### src/rtl/sysid_regs_pkg.sv
// Shared constants for the system-ID register block: word map, CTRL bit layout
// and the capability-word packing.
package sysid_regs_pkg;

    localparam logic [2:0] ADDR_ID        = 3'd0;
    localparam logic [2:0] ADDR_TIMESTAMP = 3'd1;
    localparam logic [2:0] ADDR_CAPS      = 3'd2;
    localparam logic [2:0] ADDR_CTRL      = 3'd3;
    localparam logic [2:0] ADDR_UPTIME_LO = 3'd4;
    localparam logic [2:0] ADDR_UPTIME_HI = 3'd5;
    localparam logic [2:0] ADDR_SCRATCH0  = 3'd6;
    localparam logic [2:0] ADDR_SCRATCH1  = 3'd7;

    localparam int CTRL_EN  = 0;
    localparam int CTRL_CLR = 1;
    localparam int CTRL_OVF = 2;

    localparam int MAX_SCRATCH = 2;

    // CAPS = {16'd0, counter width[7:0], 6'd0, scratch count[1:0]}
    function automatic logic [31:0] caps_word(input int cnt_w, input int num_scratch);
        logic [7:0] width_b;
        logic [1:0] scr_b;
        width_b = cnt_w[7:0];
        scr_b   = num_scratch[1:0];
        return {16'd0, width_b, 6'd0, scr_b};
    endfunction

endpackage

### src/rtl/sysid_uptime_ctr.sv
// Free-running uptime counter with enable, synchronous clear and a sticky
// overflow flag; CTRL writes arrive already qualified by the bus decode.
module sysid_uptime_ctr
    import sysid_regs_pkg::*;
#(
    parameter int CNT_W = 48
) (
    input  logic             clock,
    input  logic             reset,
    input  logic             i_ctrl_wr,
    input  logic [2:0]       i_ctrl_wdata,
    output logic [CNT_W-1:0] o_cnt,
    output logic             o_en,
    output logic             o_ovf
);

    logic [CNT_W-1:0] r_cnt;
    logic             r_en;
    logic             r_ovf;
    logic             w_clr;
    logic             w_wrap;

    assign w_clr  = i_ctrl_wr && i_ctrl_wdata[CTRL_CLR];
    // A clear in the same cycle suppresses the increment, so no wrap occurs.
    assign w_wrap = r_en && !w_clr && (r_cnt == '1);

    always_ff @(posedge clock or posedge reset) begin
        if (reset) begin
            r_cnt <= '0;
            r_en  <= 1'b1;
            r_ovf <= 1'b0;
        end else begin
            if (w_clr) begin
                r_cnt <= '0;
            end else if (r_en) begin
                r_cnt <= r_cnt + CNT_W'(1);
            end
            if (i_ctrl_wr) begin
                r_en <= i_ctrl_wdata[CTRL_EN];
            end
            if (w_wrap) begin
                r_ovf <= 1'b1;
            end else if (i_ctrl_wr && i_ctrl_wdata[CTRL_OVF]) begin
                r_ovf <= 1'b0;
            end
        end
    end

    assign o_cnt = r_cnt;
    assign o_en  = r_en;
    assign o_ovf = r_ovf;

endmodule

### src/rtl/sysid_regs.sv
// Avalon-MM system-ID / uptime register block with single-cycle registered reads,
// a latched upper-word shadow for the uptime counter, and optional scratch words.
module sysid_regs
    import sysid_regs_pkg::*;
#(
    parameter logic [31:0] ID_VALUE    = 32'd7,
    parameter logic [31:0] TIMESTAMP   = 32'd1383176735,
    parameter int          CNT_W       = 48,
    parameter int          NUM_SCRATCH = 2
) (
    input  logic        clock,
    input  logic        reset,
    input  logic [2:0]  address,
    input  logic        read,
    input  logic        write,
    input  logic [31:0] writedata,
    input  logic [3:0]  byteenable,
    output logic [31:0] readdata,
    output logic        readdatavalid
);

    logic [CNT_W-1:0] w_cnt;
    logic             w_en;
    logic             w_ovf;
    logic             w_ctrl_wr;
    logic [31:0]      w_rdata;
    logic [31:0]      r_hi;
    logic [31:0]      r_readdata;
    logic             r_rdv;
    logic [31:0]      r_scratch [MAX_SCRATCH];

    assign w_ctrl_wr = write && (address == ADDR_CTRL) && byteenable[0];

    sysid_uptime_ctr #(.CNT_W(CNT_W)) u_ctr (
        .clock        (clock),
        .reset        (reset),
        .i_ctrl_wr    (w_ctrl_wr),
        .i_ctrl_wdata (writedata[2:0]),
        .o_cnt        (w_cnt),
        .o_en         (w_en),
        .o_ovf        (w_ovf)
    );

    always_comb begin
        w_rdata = '0;
        case (address)
            ADDR_ID:        w_rdata = ID_VALUE;
            ADDR_TIMESTAMP: w_rdata = TIMESTAMP;
            ADDR_CAPS:      w_rdata = caps_word(CNT_W, NUM_SCRATCH);
            ADDR_CTRL: begin
                w_rdata[CTRL_EN]  = w_en;
                w_rdata[CTRL_OVF] = w_ovf;
            end
            ADDR_UPTIME_LO: w_rdata = w_cnt[31:0];
            ADDR_UPTIME_HI: w_rdata = r_hi;
            ADDR_SCRATCH0:  if (NUM_SCRATCH > 0) w_rdata = r_scratch[0];
            ADDR_SCRATCH1:  if (NUM_SCRATCH > 1) w_rdata = r_scratch[1];
            default:        w_rdata = '0;
        endcase
    end

    // Reads sample pre-edge state, so a same-cycle write is never visible yet.
    always_ff @(posedge clock or posedge reset) begin
        if (reset) begin
            r_readdata <= '0;
            r_rdv      <= 1'b0;
            r_hi       <= '0;
        end else begin
            r_rdv <= read;
            if (read) begin
                r_readdata <= w_rdata;
            end
            if (read && (address == ADDR_UPTIME_LO)) begin
                r_hi <= 32'(w_cnt >> 32);
            end
        end
    end

    always_ff @(posedge clock or posedge reset) begin
        if (reset) begin
            for (int s = 0; s < MAX_SCRATCH; s++) begin
                r_scratch[s] <= '0;
            end
        end else begin
            for (int s = 0; s < MAX_SCRATCH; s++) begin
                if ((s < NUM_SCRATCH) && write && (address == 3'(int'(ADDR_SCRATCH0) + s))) begin
                    for (int b = 0; b < 4; b++) begin
                        if (byteenable[b]) begin
                            r_scratch[s][8*b +: 8] <= writedata[8*b +: 8];
                        end
                    end
                end
            end
        end
    end

    assign readdata      = r_readdata;
    assign readdatavalid = r_rdv;

endmodule

### config.mk
export PLATFORM = sky130hd
export DESIGN_NAME = sysid_regs
export DESIGN_NICKNAME = d
export VERILOG_FILES = /design/src/rtl/sysid_regs_pkg.sv /design/src/rtl/sysid_uptime_ctr.sv /design/src/rtl/sysid_regs.sv
export SDC_FILE = /design/constraint.sdc
export NUM_CORES = 1
export LEC_CHECK = 0
export ABC_AREA = 1
export CORE_MARGIN = 1
export CORE_UTILIZATION = 45
export CTS_BUF_LIST = sky130_fd_sc_hd__clkbuf_2 sky130_fd_sc_hd__clkbuf_4 sky130_fd_sc_hd__clkbuf_8
export CTS_CLUSTER_SIZE = 20
export DETAILED_ROUTE_END_ITERATION = 16
export MAX_ROUTING_LAYER = met4
export PLACE_DENSITY = 0.71
export SYNTH_ARGS = -nofsm -noshare
export SYNTH_HDL_FRONTEND = slang
export SYNTH_SLANG_ARGS = --single-unit
### constraint.sdc
create_clock -name clock -period 9.7 [get_ports clock]
set_input_delay 1.94 -clock clock [delete_from_list [all_inputs] [get_ports clock]]
set_output_delay 1.94 -clock clock [all_outputs]
set_load 0.05 [all_outputs]
**Run 1: track usage over the die**

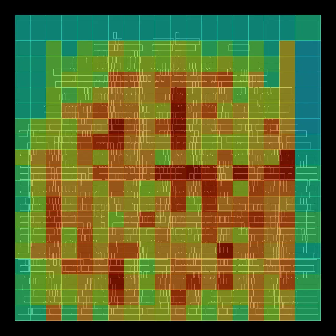
met1 layer usage reported by global route: 36.1%
DR WL/cell: 16.1 um

**Run 1: I/O nets highlighted**

Bar = 50 um.
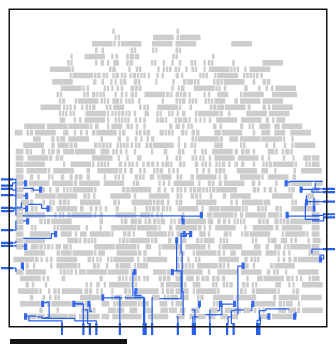
`writedata` -> blue  # direction input, edge 16 bottom, 10 left, 6 right, end cells 35, buffers 32, wire 656 um

==> run notes, run 1 <==
Physical implementation status

The flow ran to the end, and the final reports show no timing, DRC or antenna violations. In this run the worst setup path terminates at r_hi[8]. Looking at the VDD voltage map, the peak drop is 0.106 mV.

The H-tree level count stands at 4. The number of synthesized flops with an enable pin stands at 0. The number of sequential storage elements stands at 163. The total met2 wirelength after detailed routing stands at 10300 um. The share of the yosys chip area belonging to registers stands at 50.8%.

Counting buffers and inverters, the worst setup path is 6 cells deep. The tightest slew margin relative to the limit stands at 39.7%. The final cycle utilization of the critical path stands at 48.7%.

The number of antenna diodes stands at 0. The met2 track demand over resource in global routing stands at 41.0%. Setup repair after global routing left no endpoint under its margin.

Per the placement log, port buffering inserted 75 buffers. Once layout is complete, the utilization of the core stands at 53.8%. Per the GRT log, the top usage layer is met2.

Detailed placement finished with a half-perimeter wire length of 16100 um. The number of tap instances stands at 225. On the worst path, the slowest cell contributes a delay of 870 ps.

The biggest area contributor in the post-synthesis netlist is sky130_fd_sc_hd__dfrtp_1. In this run the layout overhead on the synthesized area is reported as 16.4%. After layout the clock buffers and inverters come to 4.37% of cell area.

The worst hold path passes through 2 cells. After clock tree synthesis, the flow added hold-fix buffers numbering 0. Per the detail_route report, DRC violations left total 0. For this design the total switching power over the nets is 507 uW. The first detailed-routing pass took 5 iterations. The count of clock buffers in the final design stands at 19. Before any placement, the netlist area is recorded as 8030 um^2.

The top cell type in the final layout, fill and taps aside, is sky130_fd_sc_hd__nand2_1. Yosys reports a chip area of 8030 um^2. The share of synthesized cell area in and, or, nand and nor gates stands at 30.7%. The wire length of the first global-routing pass stands at 36300 um. In the synthesized netlist, the cells that appear most often are sky130_fd_sc_hd__nand2_1, sky130_fd_sc_hd__dfrtp_1, sky130_fd_sc_hd__nor2_1. The final report gives the standard cell area, fillers excluded, as 9340 um^2. The detailed-route wire length on metal 1 stands at 10100 um. By area, the class that comes first in the final layout consists of sequential cells. The internal portion of the total power is 1.10 mW. The critical path in this run is classified as primary input to flop. Max-slew check failures listed in the final report amount to 0. The sequential cell fraction of total power stands at 51.7%. The layout multi-input combinational cell count stands at 774. The non-filler instance count after layout stands at 1384. The share of total power in combinational logic stands at 16.3%. Per the layout area report, the combinational gate area comes to 3360 um^2.

Per the detail_route log, met3 wirelength is 1300 um. In the final report, the number of endpoints failing setup comes to 0. The leakage power stands at 4.48 nW.

The total die area stands at 18400 um^2. The count of nets left with antenna violations after detail routing stands at 0. Of all flip-flops after synthesis, the portion carrying an async set or reset was 100%. The capture point of the worst register-to-register path is recorded as u_ctr.o_cnt[42]. According to the floorplan log, the row count is 48.

The worst slack after detailed placement stands at 4540 ps. The required time at the worst endpoint is listed as 10050 ps. The synthesis report lists the most area-consuming cells as sky130_fd_sc_hd__dfrtp_1, sky130_fd_sc_hd__nand2_1, sky130_fd_sc_hd__o21ai_0. In the final design database the tool counted 1190 nets.

Signal nets in the final route climb as high as met4. Per the gpl log, the routability congestion estimate is 0.952. The most common logic cells in the final layout are sky130_fd_sc_hd__nand2_1, sky130_fd_sc_hd__dfrtp_1, sky130_fd_sc_hd__nor2_1. The detailed router placed 7282 vias in this run.

In this run the worst setup path begins at address[1]. The overall routing resource usage stands at 26.9%. The endpoint of the worst hold path is reported as readdata[5]. Setup total negative slack on the finished layout was measured at 0 ps. The via count of the first global-routing pass came to 6861. The layout report lists the combined flip-flop and latch area as 4080 um^2. The total wire length after detailed routing stands at 22300 um. The post-cts gate resize count stands at 0. The total power density per cell area stands at 172 nW/um^2. STA reports a reg2reg setup slack of 7620 ps. The cell that appears most often on the critical path is sky130_fd_sc_hd__inv_1.

Buffers outside the clock tree occupy 8.52% of the routed design's cell area. The flow reports power dissipated in sequential cells as 832 uW. Per the repair_timing log after CTS, setup buffers inserted total 0. The worst-case reg-to-reg path depth stands at 9. The worst setup path is captured at a flop. The number of buffers added by the clock tree synthesis step stands at 17. Looking at the reg2reg group, the worst path starts from u_ctr.o_cnt[1]. The layout has 1692 filler cells.

Per report_power, the Combinational row totals 262 uW. Sequential cells make up 43.7% of the cell area. The number of warnings printed during yosys synthesis stands at 0. The core region is 17400 um^2. The clock network burns 32.0% of the power. The number of DRC violations after detailed-routing iteration 0 stands at 692.

The number of buffers and inverters on the critical path is 3. The number of nets in the synthesized netlist stands at 1126. Per STA, the worst path is made up of clkdlybuf4s50_1 > inv_1 > nand3_1 > inv_1 > nand2_2 > mux2_2. The ratio of cells with drive above 1 in the final layout stands at 4.57%. The initial antenna violation count is 0. Non-clock buffers in the final layout number 81. The smallest setup slack after layout stands at 4980 ps. The skew report gives the latency at the later pin of the worst-skew pair as 470 ps.

Counting every sink on the clock net gives 163. Routing resource usage on met3 recorded by global route was 4.49%. The effective utilization at floorplan stands at 46.2%. The largest part of the power goes to sequential cells. The cell count after synthesis stands at 1082. Counting the inverters off the clock network in the layout gives 109. After layout, the minimum clock period comes to 4720 ps.

In this run the deepest clock path goes through 2 buffers.
**Run 1: M2 wires**

Cells faint in the background.
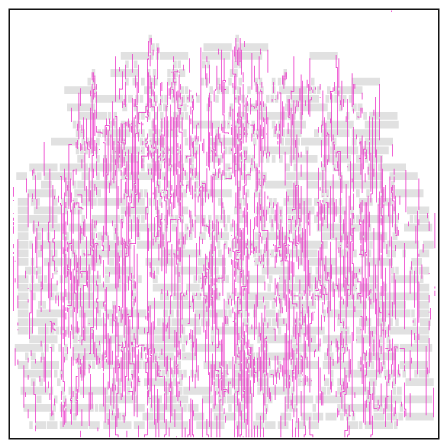
share of all routed wire = 46%
longest straight run = 62.2 um
wire length on this layer = 10300 um
main direction = vertical

==> inputs of run 2 (changes only) <==
==> constraint.sdc (replaced) <==
create_clock -name clock -period 4.6 [get_ports clock]
set_input_delay 0.92 -clock clock [delete_from_list [all_inputs] [get_ports clock]]
set_output_delay 0.92 -clock clock [all_outputs]
set_load 0.05 [all_outputs]
**Run 2: where the registers sit**

Other sequential cells in the stronger grey, the rest of the logic in the fainter grey.
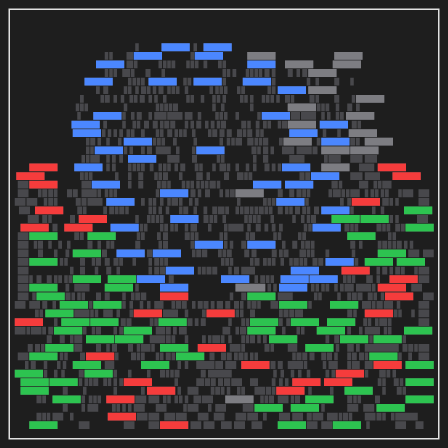
`r_scratch` -> green  # sequential cells 64
`readdata` -> red  # sequential cells 32
`u_ctr.o_cnt` -> blue  # sequential cells 48
not coloured = 19
reported sequential group power: 1.76 mW
flop share of the area: 43.6%

==> run 2 against run 1 <==
Net effect: cell count is 0.22% higher; combinational power is 110% higher; sequential power is 110% higher; critical path depth is 5 lower.
==> run notes, run 2 <==
Physical implementation status

The flow ran to the end, and the final reports show no timing, DRC or antenna violations. Once the clock tree was built, the resizer swapped 0 gates to a different size. Across all layers, the routed design uses 7287 vias. OpenSTA, run right after detailed placement, puts the worst setup slack at 1570 ps. The initial antenna violation count stands at 0.

The final core area utilization stands at 53.9%. The buffer depth of the longest clock path stands at 2. The proportion of cell area spent on the clock network stands at 4.22%. The tightest slew margin relative to the limit stands at 46.7%. The total power density per cell area stands at 361 nW/um^2.

The worst register-to-register path has a setup slack of 2450 ps. The number of signal-net inverters in the final layout stands at 109. The power attributed to combinational cells stands at 558 uW. According to the finish report, the design has a final net count of 1193. The number of warnings printed during yosys synthesis stands at 0. The ratio of cells with drive above 1 in the final layout stands at 4.82%. The overall routing resource usage stands at 26.6%. The final design instance area without fill stands at 9360 um^2. The post-route minimum period stands at 2650 ps. The share of flip-flops with an asynchronous set or reset stands at 100%. Once routing completed, OpenROAD measured the worst setup slack at 1950 ps.

The overall die size recorded for this design is 18400 um^2. The floorplan step records an initial core utilization of 46.2%. In the final layout, excluding clock buffers the buffer count is 84. The most critical setup path has its endpoint at readdata[2]. Once detail routing completed, the nets flagged for antenna violations numbered 0.

The required time of the worst setup path stands at 3680 ps. Among all cell classes, the greatest summed area belongs to sequential cells. Summed over all instances, the cell type with the most area after synthesis is sky130_fd_sc_hd__dfrtp_1.

The global-route met3 utilization stands at 3.70%. Per the OpenROAD power report, leakage power amounts to 4.50 nW. The detailed-route wire length on metal 1 stands at 10000 um. Across the VDD grid, the largest voltage drop is 0.241 mV. After routing, the total negative slack on setup checks comes to 0 ps. The instance count on the critical path stands at 1. The count of hold buffers inserted by post-cts repair stands at 0.

The wire length of the first global-routing pass stands at 35800 um. The count of clock buffers in the final design stands at 19. The met1 track demand over resource in global routing stands at 35.8%. The startpoint identified for the worst register-to-register timing path is u_ctr.o_cnt[1]. The net switching power in the latest report is 1.09 mW. The delay of the slowest cell on the worst path stands at 830 ps. Per the timing report, the most critical flop-to-flop path finishes at u_ctr.o_cnt[42].

Across the whole layout, storage elements account for 4080 um^2. The cell count after synthesis stands at 1082. The total met2 wirelength after detailed routing stands at 10300 um.

By instance count after routing, the leading logic cell type is sky130_fd_sc_hd__nand2_1. The tally of filler cells in the layout stands at 1683. The area of the mapped netlist stands at 8030 um^2. The H-tree generated during clock tree synthesis spans 4 levels. The final weighted congestion recorded by global placement is 0.934. The signal on the critical path passes through clkdlybuf4s50_1. The worst hold path depth stands at 2.

Registers are responsible for 52.1% of the overall power. After the flow finishes, the layout carries non-filler instances totaling 1387. In this run, the number of DRC markers left after iteration 0 of detailed routing was 698. Counting pins that exceed their max-slew limit in the final report gives 0. The timing report notes that buffer and inverter cells on the critical path total 1. The total number of placement rows stands at 48. By count the netlist is led by sky130_fd_sc_hd__nand2_1, sky130_fd_sc_hd__dfrtp_1, sky130_fd_sc_hd__nor2_1. The area growth from synthesis to layout stands at 16.6%. The group that draws the most power in this run is sequential cells.

Before antenna repair, the detailed router went through 5 iterations. The total clock sinks stands at 163. The share of total power dissipated in the clock network is 31.4%. The via count of the first global-routing pass was 6792. Setup repair after global routing left no endpoint under its margin.

The core region area stands at 17400 um^2.
**Run 2: I/O nets highlighted**

Bar = 50 um.
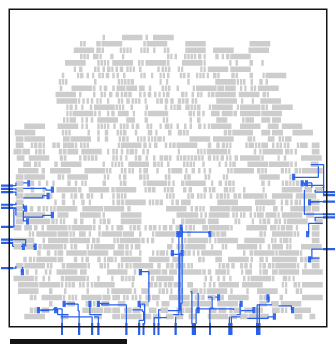
Top-Level Pins: 76
Buffers on Ports: 75

Power figures rest on the tool's default switching activity, not on a simulated workload.
